File: config.mk
export PLATFORM = sky130hd
export DESIGN_NAME = swo_tx_scheduler
export DESIGN_NICKNAME = d
export VERILOG_FILES = /design/src/rtl/swo_pkg.sv /design/src/rtl/swo_byte_fifo.sv /design/src/rtl/swo_tx_scheduler.sv
export SDC_FILE = /design/constraint.sdc
export NUM_CORES = 1
export LEC_CHECK = 0
export ABC_AREA = 1
export CORE_MARGIN = 2
export CORE_UTILIZATION = 30
export DETAILED_ROUTE_END_ITERATION = 8
export GPL_TIMING_DRIVEN = 0
export HOLD_SLACK_MARGIN = 0.03
export PLACE_DENSITY = 0.52
export SETUP_SLACK_MARGIN = 0.3
export SYNTH_ARGS = -nofsm -noshare
export SYNTH_HDL_FRONTEND = slang
export SYNTH_HIERARCHICAL = 1
export SYNTH_SLANG_ARGS = --single-unit
File: constraint.sdc
create_clock -name swo_clk -period 3.3 [get_ports swo_clk]
set_clock_uncertainty 0.15 [all_clocks]
set_input_delay 0.66 -clock swo_clk [delete_from_list [all_inputs] [get_ports swo_clk]]
set_output_delay 0.66 -clock swo_clk [all_outputs]
set_load 0.02 [all_outputs]
File: src/rtl/swo_pkg.sv
// SWO transmit scheduler shared definitions.
// FSM states and FIFO level sizing helpers.
package swo_pkg;

  typedef enum logic [1:0] {
    IDLE     = 2'd0,
    LAUNCH   = 2'd1,
    WAIT_ACK = 2'd2,
    GAP      = 2'd3
  } state_t;

  localparam int DEF_FIFO_DEPTH = 8;

  // Level needs one bit more than the address so "full" is representable.
  function automatic int lvl_w(input int depth);
    return $clog2(depth) + 1;
  endfunction

  localparam int DEF_LVL_W = lvl_w(DEF_FIFO_DEPTH);

endpackage

File: src/rtl/swo_byte_fifo.sv
// Single-clock byte FIFO for the SWO scheduler.
// Flush clears pointers; a write during flush is dropped.
module swo_byte_fifo
  import swo_pkg::*;
#(
  parameter int pDEPTH = 8
) (
  input  logic                        swo_clk,
  input  logic                        reset,
  input  logic                        flush,
  input  logic                        wr_en,
  input  logic [7:0]                  wr_data,
  input  logic                        rd_en,
  output logic [7:0]                  rd_data,
  output logic                        full,
  output logic                        empty,
  output logic [lvl_w(pDEPTH)-1:0]    level
);

  localparam int AW = $clog2(pDEPTH);
  localparam logic [AW:0] FULL_LVL = (AW+1)'(pDEPTH);

  logic [7:0]  mem [pDEPTH];
  logic [AW:0] wr_ptr;
  logic [AW:0] rd_ptr;
  logic        do_rd;
  logic        do_wr;

  // Occupancy, flags and accept decisions from the pointer difference.
  always_comb begin
    level   = wr_ptr - rd_ptr;
    empty   = (wr_ptr == rd_ptr);
    full    = (level == FULL_LVL);
    do_rd   = rd_en & ~empty;
    do_wr   = wr_en & (~full | do_rd);
    rd_data = mem[rd_ptr[AW-1:0]];
  end

  // Pointer update; flush wins over any read or write this cycle.
  always_ff @(posedge swo_clk) begin
    if (reset || flush) begin
      wr_ptr <= '0;
      rd_ptr <= '0;
    end else begin
      if (do_wr) wr_ptr <= wr_ptr + 1'b1;
      if (do_rd) rd_ptr <= rd_ptr + 1'b1;
    end
  end

  // Storage write; contents need no reset since pointers gate visibility.
  always_ff @(posedge swo_clk) begin
    if (!reset && !flush && do_wr) begin
      mem[wr_ptr[AW-1:0]] <= wr_data;
    end
  end

endmodule

File: src/rtl/swo_tx_scheduler.sv
// SWO byte scheduler feeding the uart_core transmit handshake.
// Queues trace bytes, launches one at a time, spaces them by a gap.
module swo_tx_scheduler
  import swo_pkg::*;
#(
  parameter int          pFIFO_DEPTH = 8,
  parameter int          pGAP_W      = 8,
  parameter logic [15:0] pTIMEOUT    = 16'd4096
) (
  input  logic                           swo_clk,
  input  logic                           reset,
  input  logic                           enable,
  input  logic                           flush,
  input  logic [pGAP_W-1:0]              gap_cycles,
  input  logic [7:0]                     byte_in,
  input  logic                           byte_valid,
  output logic                           txd_syn,
  output logic [7:0]                     txd_data,
  input  logic                           txd_ack,
  output logic                           busy,
  output logic [lvl_w(pFIFO_DEPTH)-1:0]  fifo_level,
  output logic                           overflow,
  output logic                           ack_error,
  output logic [15:0]                    bytes_sent
);

  state_t            state_q;
  state_t            state_d;
  logic [15:0]       tmo_q;
  logic [pGAP_W-1:0] gap_q;
  logic [7:0]        head;
  logic              fifo_full;
  logic              fifo_empty;
  logic              pop;
  logic              launch;
  logic              tmo_hit;
  logic              in_wait;
  logic              good_ack;

  swo_byte_fifo #(
    .pDEPTH (pFIFO_DEPTH)
  ) u_fifo (
    .swo_clk (swo_clk),
    .reset   (reset),
    .flush   (flush),
    .wr_en   (byte_valid),
    .wr_data (byte_in),
    .rd_en   (pop),
    .rd_data (head),
    .full    (fifo_full),
    .empty   (fifo_empty),
    .level   (fifo_level)
  );

  // State register.
  always_ff @(posedge swo_clk) begin
    if (reset) state_q <= IDLE;
    else       state_q <= state_d;
  end

  // Next-state logic; a flush blocks a launch decision on its cycle.
  always_comb begin
    state_d = state_q;
    unique case (state_q)
      IDLE: begin
        if (enable && !fifo_empty && !flush) state_d = LAUNCH;
      end
      LAUNCH: begin
        state_d = WAIT_ACK;
      end
      WAIT_ACK: begin
        if (txd_ack) begin
          state_d = (gap_cycles == '0) ? IDLE : GAP;
        end else if (tmo_hit) begin
          state_d = IDLE;
        end
      end
      GAP: begin
        if (gap_q <= pGAP_W'(1)) state_d = IDLE;
      end
      default: state_d = IDLE;
    endcase
  end

  // Moore outputs and handshake qualifiers.
  always_comb begin
    txd_syn  = (state_q == LAUNCH);
    pop      = (state_q == LAUNCH);
    launch   = (state_q == IDLE) && (state_d == LAUNCH);
    in_wait  = (state_q == WAIT_ACK);
    good_ack = in_wait && txd_ack;
    tmo_hit  = (tmo_q == pTIMEOUT - 16'd1);
    busy     = (state_q != IDLE) || !fifo_empty;
  end

  // Holding register: captured on entry to LAUNCH so data is valid with syn.
  always_ff @(posedge swo_clk) begin
    if (reset)       txd_data <= 8'h00;
    else if (launch) txd_data <= head;
  end

  // Ack timeout counter, restarted by every launch.
  always_ff @(posedge swo_clk) begin
    if (reset)        tmo_q <= '0;
    else if (pop)     tmo_q <= '0;
    else if (in_wait) tmo_q <= tmo_q + 16'd1;
  end

  // Inter-byte gap counter, loaded from gap_cycles at a good ack.
  always_ff @(posedge swo_clk) begin
    if (reset) begin
      gap_q <= '0;
    end else if (good_ack && gap_cycles != '0) begin
      gap_q <= gap_cycles;
    end else if (state_q == GAP) begin
      gap_q <= gap_q - 1'b1;
    end
  end

  // Acknowledged-byte counter, wraps naturally.
  always_ff @(posedge swo_clk) begin
    if (reset)         bytes_sent <= '0;
    else if (good_ack) bytes_sent <= bytes_sent + 16'd1;
  end

  // Sticky overflow: a write refused because the FIFO stayed full.
  always_ff @(posedge swo_clk) begin
    if (reset) begin
      overflow <= 1'b0;
    end else if (byte_valid && !flush && fifo_full && !pop) begin
      overflow <= 1'b1;
    end
  end

  // Sticky handshake error: stray ack or ack timeout.
  always_ff @(posedge swo_clk) begin
    if (reset) begin
      ack_error <= 1'b0;
    end else if (txd_ack && !in_wait) begin
      ack_error <= 1'b1;
    end else if (in_wait && !txd_ack && tmo_hit) begin
      ack_error <= 1'b1;
    end
  end

endmodule

==> summary.txt <==
This memo summarizes the results of the implementation run.

Status
The run finished with clean final reports.

Hold path
Hold analysis lists the worst path endpoint as tmo_q[2]$_SDFFE_PP0P_. In this run the most critical hold path is launched from tmo_q[2]$_SDFFE_PP0P_.

Worst setup path
Per the timing report, the biggest fanout along the worst path comes to 8. The critical path arrival is 2.73 ns. Per STA, the worst path accumulates the most delay in the family simple AND/OR/NAND/NOR gates. The report puts the cell count of the worst reg-to-reg path at 8. Per STA, the worst path is made up of inv_1 -> ha_1 -> fa_1 -> xnor2_1 -> nor2_2 -> nand3_4 -> nand4_2 -> nor2_2. The kind of start point of the critical path is a register. The critical register-to-register path endpoint is u_fifo/mem[4][5]$_DFFE_PP_.

The timing report gives the biggest stage delay along the critical path as 0.57 ns.

Synthesis
The area fraction in xor and xnor cells is 0.00592. The register share after synthesis is 0.538. Per the synthesis report, the simple-gate share of the synthesized area is 0.265. Per the synth stats, the proportion of register bits with asynchronous set or reset is 0. The post-synthesis compound-gate area fraction is 0.104.

The synthesized netlist contains 42 unique library cells. The tally of yosys warning messages is 6. The dominant combinational cell family by area after synthesis is simple AND/OR/NAND/NOR gates.

Yosys reported a register bit count of 127. In this run, the synthesized area fraction spent on adder and majority cells is recorded as 0.0224. By count the netlist is led by nand2_1 (142), nor2_1 (134), inv_1 (77).

The cell area that synthesis handed to floorplanning was 5920 sq um. At floorplan, the net count of the design was reported as 732. The post-synthesis cell type with the largest instance count is nand2_1. Counting flops with a built-in enable in the synthesized netlist gives 64. The area share of the largest cell type after synthesis is 0.325.

The dominant register cell is edfxtp_1.

STA
For the finished layout, the period the worst path requires is 2.84 ns. Looking at the max-slew report, the worst-margin pin has a slew of 0.645 ns. The number of setup violations in the final report is 0. The hold slack is 0.328 ns. The final timing report lists a max-slew violation count of 0.

Setup repair after global routing left no endpoint under its margin. The final tally of hold violations is 0.

Final layout
The number of nets in the finished design is 804. The layout cell share with drive strength beyond 1 is 0.0981. Compared with the post-synthesis result, the final layout area differs by 24.6%. The number of antenna repair diodes is 0.

The post-route standard cell area excluding fillers is 7370 sq um.

Global routing
The pin count of the biggest net entering global routing is 17. The number of antenna violations at the first check in global routing is 0. The global-route wire length before repair is 22600 um.

For this run, the total global-route usage over all layers was measured as 0.144. The via count of the first global-routing pass came to 4413.

Clock network
The cell resize tally after clock tree synthesis is 10. CTS reports a maximum clock tree buffer depth of 2. The root buffer cell is clkbuf_16. The setup fix buffers added after clock tree synthesis is 0. The clock buffer count from CTS is 17. The number of buffers inserted for hold repair after clock tree synthesis is 0.

Routing
The DRC marker count from the first detailed-route iteration is 251. Summed over all layers, the routed wires come to 14300 um. The script logs the ratio of routed vias to standard cells as 4.48. Per the post-route antenna check, the number of violating nets is 0. The routed length per placed instance is 13.6 um.

Per the detail_route report, the via count comes to 4699.

Placed design
The worst slack at placement is -0.00235 ns. The number of cells in the design after placement is 1018. The number of port buffers is 53.

Power and ir drop
The script computed a power per unit cell area of 509 nW/um^2.

Floorplan
Measured along the y axis, the die boundary spans 144 um. The horizontal die dimension reported for this design is 144 um. The I/O pin count is 54.
## sequential cells by signal (all words and copies together), names as in the netlist, 2 cells and up, named ones only
| name | flops |
|---|---|
| u_fifo/mem | 64 |
| u_fifo/rd_ptr | 4 |
| tmo_q | 16 |
| gap_q | 8 |
| state_q | 2 |
| txd_data | 8 |
| bytes_sent | 16 |
| u_fifo/wr_ptr | 4 |
## cell type report
class	instances	area, sq um
fillers	2057	12000
flip-flops and latches	127	3190
multi-input cells	474	2360
repair buffers	53	522
clock buffers	22	475
well taps	265	332
inverters	84	318
clock inverters	10	110
plain buffers	15	66.3
## cell usage in the layout, fill, tap and decap left out, types with 11 or more instances in the layout
| cell | Yosys | layout |
|---|---|---|
| nand2_1 | 142 | 142 |
| nor2_1 | 134 | 130 |
| inv_1 | 77 | 77 |
| edfxtp_1 | 64 | 64 |
| dfxtp_1 | 63 | 60 |
| clkdlybuf4s50_1 | 0 | 49 |
| o21ai_0 | 47 | 47 |
| a21oi_1 | 32 | 32 |
| nand3_1 | 31 | 31 |
| clkbuf_16 | 0 | 18 |
| o32ai_1 | 16 | 16 |
| nor2_2 | 9 | 13 |
| clkbuf_1 | 8 | 11 |
## kinds of logic after synthesis
group / Yosys count
and+or+nand+nor: 354
DFF: 127
AOI/OAI and AO/OA: 106
buffers and inverters: 99
adders and majority gates: 10
xor gates and xnor gates: 4
## layer usage
metal / vias to the layer above / part of all wire / track usage
li1: 2462 / - / -
met1: 2158 / 0.49 / 0.192
met2: 70 / 0.46 / 0.222
met3: 9 / 0.036 / 0.0407
met4: 0 / 0.011 / 0.0531
met5: - / 0 / 0
## power breakdown
group	total, mW	leakage (nW)	switching [mW]	internal, mW
logic	0.221	1.36	0.136	0.0856
registers	1.69	1.09	0.0136	1.68
clock network	1.84	0.285	0.669	1.17
total	3.75	2.74	0.819	2.93
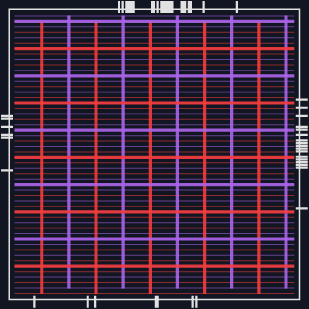
*Supply network*
Drawn at 2 px/um. Pins as bars on the die edge.
[purple] VDD
[red] VSS
met1 rails: 52
rows: 51
signal pins: 54
met5 straps: 10
met4 straps: 10

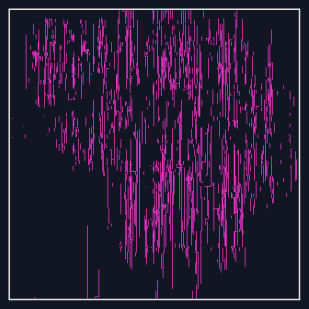
*The metal 2 layer*
Drawn at 2 px/um.
longest straight run: 53.7 um
nets with wire on the layer: 614

Power and IR drop assume default switching activity.
